==> src/rtl/pcl_wb_port_arbiter.sv <==
// pcl_wb_port_arbiter: shares the RF write port between pipeline write-back (priority) and round-robin side requesters.
// Optional starvation guard enabled by defining PCL_WB_ARB_STARVE_GUARD_EN.
module pcl_wb_port_arbiter #(
    parameter int RV64         = 0,
    parameter int NUM_REQ      = 2,
    parameter int STARVE_LIMIT = 8,
    localparam int DW          = 32 * (1 + RV64)
) (
    input  logic                  clk,
    input  logic                  rst,
    input  logic                  iPipeVld,
    input  logic [4:0]            iPipeRd,
    input  logic [DW-1:0]         iPipeDat,
    input  logic [NUM_REQ-1:0]    iReqVld,
    input  logic [5*NUM_REQ-1:0]  iReqRd,
    input  logic [DW*NUM_REQ-1:0] iReqDat,
    output logic [NUM_REQ-1:0]    oReqRdy,
    output logic                  oPipeStall,
    output logic                  oWbVld,
    output logic [4:0]            oWbRd,
    output logic [DW-1:0]         oWbDat
);
    localparam int PW = (NUM_REQ > 1) ? $clog2(NUM_REQ) : 1;

    if (NUM_REQ < 1 || NUM_REQ > 8) begin : g_bad_num_req
        $error("NUM_REQ out of range 1..8");
    end
    if (STARVE_LIMIT < 1 || STARVE_LIMIT > 255) begin : g_bad_starve_limit
        $error("STARVE_LIMIT out of range 1..255");
    end

    logic [PW-1:0] r_ptr;
    logic [PW-1:0] w_idx;
    logic [PW-1:0] w_ptr_nxt;
    logic          w_found;
    logic          w_pipe_occ;
    logic          w_side;
    logic          w_win;
    logic [4:0]    w_win_rd;
    logic [DW-1:0] w_win_dat;

    // first valid requester at or after the round-robin pointer
    always_comb begin
        w_found = 1'b0;
        w_idx   = '0;
        for (int k = 0; k < NUM_REQ; k++) begin
            if (!w_found && iReqVld[(int'(r_ptr) + k) % NUM_REQ]) begin
                w_found = 1'b1;
                w_idx   = PW'((int'(r_ptr) + k) % NUM_REQ);
            end
        end
    end

    assign w_pipe_occ = iPipeVld && iPipeRd != 5'd0 && !oPipeStall;
    assign w_side     = rst && w_found && !w_pipe_occ;
    assign oReqRdy    = w_side ? NUM_REQ'(1) << w_idx : '0;
    assign w_win      = w_pipe_occ || w_side;
    assign w_win_rd   = w_pipe_occ ? iPipeRd : iReqRd[5*int'(w_idx) +: 5];
    assign w_win_dat  = w_pipe_occ ? iPipeDat : iReqDat[DW*int'(w_idx) +: DW];
    assign w_ptr_nxt  = (int'(w_idx) == NUM_REQ - 1) ? '0 : w_idx + 1'b1;

    // rd=0 winners still consume the slot but suppress the write
    always_ff @(posedge clk or negedge rst) begin
        if (!rst) begin
            r_ptr  <= '0;
            oWbVld <= 1'b0;
            oWbRd  <= '0;
            oWbDat <= '0;
        end else begin
            oWbVld <= w_win && w_win_rd != 5'd0;
            if (w_win) begin
                oWbRd  <= w_win_rd;
                oWbDat <= w_win_dat;
            end
            if (w_side)
                r_ptr <= w_ptr_nxt;
        end
    end

`ifdef PCL_WB_ARB_STARVE_GUARD_EN
    localparam int CW = $clog2(STARVE_LIMIT + 1);

    logic [CW-1:0] r_wait [NUM_REQ];
    logic          w_starve;

    always_comb begin
        w_starve = 1'b0;
        for (int i = 0; i < NUM_REQ; i++)
            w_starve = w_starve || r_wait[i] >= CW'(STARVE_LIMIT);
    end

    assign oPipeStall = w_starve && iPipeVld && iPipeRd != 5'd0;

    always_ff @(posedge clk or negedge rst) begin
        if (!rst) begin
            for (int i = 0; i < NUM_REQ; i++)
                r_wait[i] <= '0;
        end else begin
            for (int i = 0; i < NUM_REQ; i++)
                r_wait[i] <= (!iReqVld[i] || oReqRdy[i]) ? '0 :
                             (r_wait[i] == CW'(STARVE_LIMIT)) ? r_wait[i] : r_wait[i] + 1'b1;
        end
    end
`else
    assign oPipeStall = 1'b0;
`endif

endmodule

==> config.mk <==
export PLATFORM = sky130hd
export DESIGN_NAME = pcl_wb_port_arbiter
export DESIGN_NICKNAME = d
export VERILOG_FILES = /design/src/rtl/pcl_wb_port_arbiter.sv
export SDC_FILE = /design/constraint.sdc
export NUM_CORES = 1
export LEC_CHECK = 0
export CAP_MARGIN = 20
export CORE_AREA = 2 2 88 90
export CTS_CLUSTER_SIZE = 8
export DETAILED_ROUTE_END_ITERATION = 10
export DIE_AREA = 0 0 90 92
export PLACE_DENSITY = 0.73
export SKIP_LAST_GASP = 1
export SYNTH_ARGS = -nofsm -noshare
export SYNTH_HDL_FRONTEND = slang
export SYNTH_SLANG_ARGS = --single-unit
==> constraint.sdc <==
create_clock -name clk -period 1.6 [get_ports clk]
set_clock_uncertainty 0.05 [all_clocks]
set_input_delay 0.32 -clock clk [delete_from_list [all_inputs] [get_ports clk]]
set_output_delay 0.32 -clock clk [all_outputs]
set_load 0.01 [all_outputs]
**Congestion heat map**

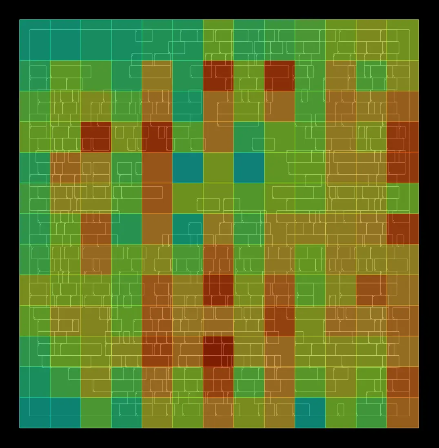
GR Util met3: 7.15%
final core utilization: 60.4%

**Ports around the boundary**

Pins as bars across the die edge, other pins in grey.
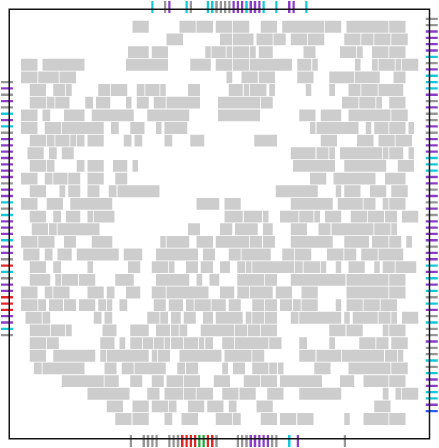
iReqRd: in red, pins 10, direction input, edge 6 south, 4 west. iReqVld: in green, pins 2, direction input, edge south. oWbDat: in cyan, pins 32, direction output, edge 16 east, 8 north, 7 west, 1 south. clk: in blue, pins 1, direction input, edge east. iReqDat: in purple, pins 64, direction input, edge 28 east, 21 west, 9 north, 6 south.
All pins by edge: 63 east, 41 west, 30 south, 23 north.
die height: 92 um
Die Wd: 90 um
port bufs: 155

==> run_results.csv <==
group,metric,value,unit
logic_synthesis,yosysWarnings,0,
worst_setup_path,r2r_cells,6,
clocking,clockBufferDepth,2,
worst_setup_path,endpoint,"oReqRdy[0]",
logic_synthesis,area_leaders,"dfrtp_1, o221ai_2, a311oi_1, a22oi_1, a21o_1",
floorplanning,pin_count,157,
pwr,power_density,671,mW/mm^2
floorplanning,fp_util,31.6,%
grt,antenna_found_initial,0,
outcome,violations,"negative setup slack",
routing,vias_per_cell,5.11,
pwr,p_leak,2.02,nW
outcome,status,"complete, but fails checks",
clocking,cts.clk_slew.worst_paths,0.08,ns
layout,dominant_cells,"buffers",
layout,flop_area,976,sq um
worst_setup_path,reg2reg_slack,0.06,ns
floorplanning,nWellTaps,102,
timing,fin_ws,-0.163,ns
logic_synthesis,synth-main-ff-cell,"dfrtp_1",
routing,drt-met1-wl,3720,um
placement,placed_area,0.00418,sq mm
layout,clkCellAreaFrac,1.81,%
layout,ff_count,39,
pwr,irDropWorstVdd,0.342,mV
worst_setup_path,worstSetupEndpointType,"output port",
placement,hpwl,6510,um
grt,grt_start_max_net_pins,39,
logic_synthesis,top_area_share,41.4,%
grt,top_usage_layer,"met2",
job,maxCapViolCount,0,
hold_path,hold_path_class,"in2async",
timing,max-slew-margin-rel,65.1,%
layout,drive_above_1_share,17.8,%
timing,setup_viol,2,
**Signal wires by layer**

The bar under the picture is 20 um long.
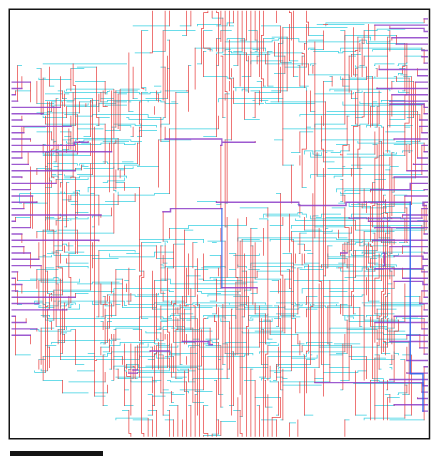
metal 2: in red, wire length 4670 um. metal 4: in blue, wire length 64.6 um. metal 3: in purple, wire length 680 um. metal 1: in cyan, wire length 3720 um.

**Clock wires, drivers and flops**

The bar under the picture is 20 um long.
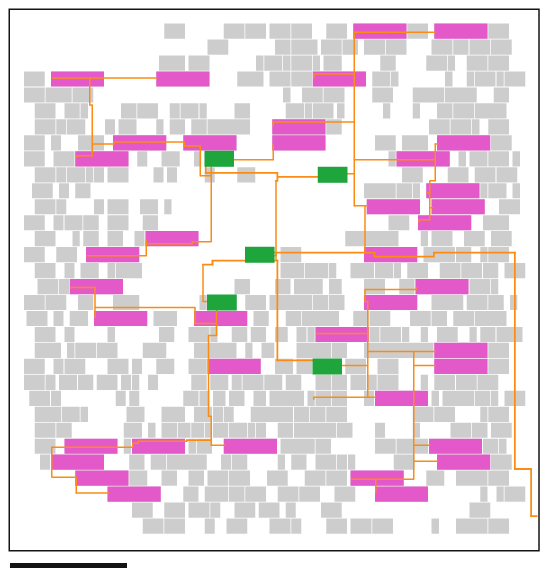
clock drivers: in green, count 5. clock wires: in orange, length 622 um. flip-flops: in magenta, count 39.
Position of the flops: widely spread.
Clock power frac: 21.8%
clk ins delay skew pair: 0.29 ns

-- power by group --
group | switching (W) | internal [W] | leakage, nW
logic | 0.000484 | 0.000715 | 1.52
registers | 0.0000643 | 0.00110 | 0.467
clock network | 0.000350 | 0.000306 | 0.0422
-- cells by family after synthesis --
group | count (synthesis) | synth area share [%]
and+or+nand+nor | 68 | 13.9
other | 1 | 0.159
AOI/OAI and AO/OA | 107 | 36.3
DFF | 39 | 41.4
buffers and inverters | 45 | 8.23
-- timing repair --
action	CTS	global route
endpoints found under the hold margin	1	0
cloned	1	2
pin swaps	5	7
hold buffers	1	0
setup buffers	3	6
setup endpoints to repair	43	46
resized	45	26
-- flip-flops by register name (all words and copies together) (netlist names) --
signal / flops
r_ptr: 1
oWbDat: 32
oWbRd: 5
oWbVld: 1
Power figures rest on the tool's default switching activity, not on a simulated workload.
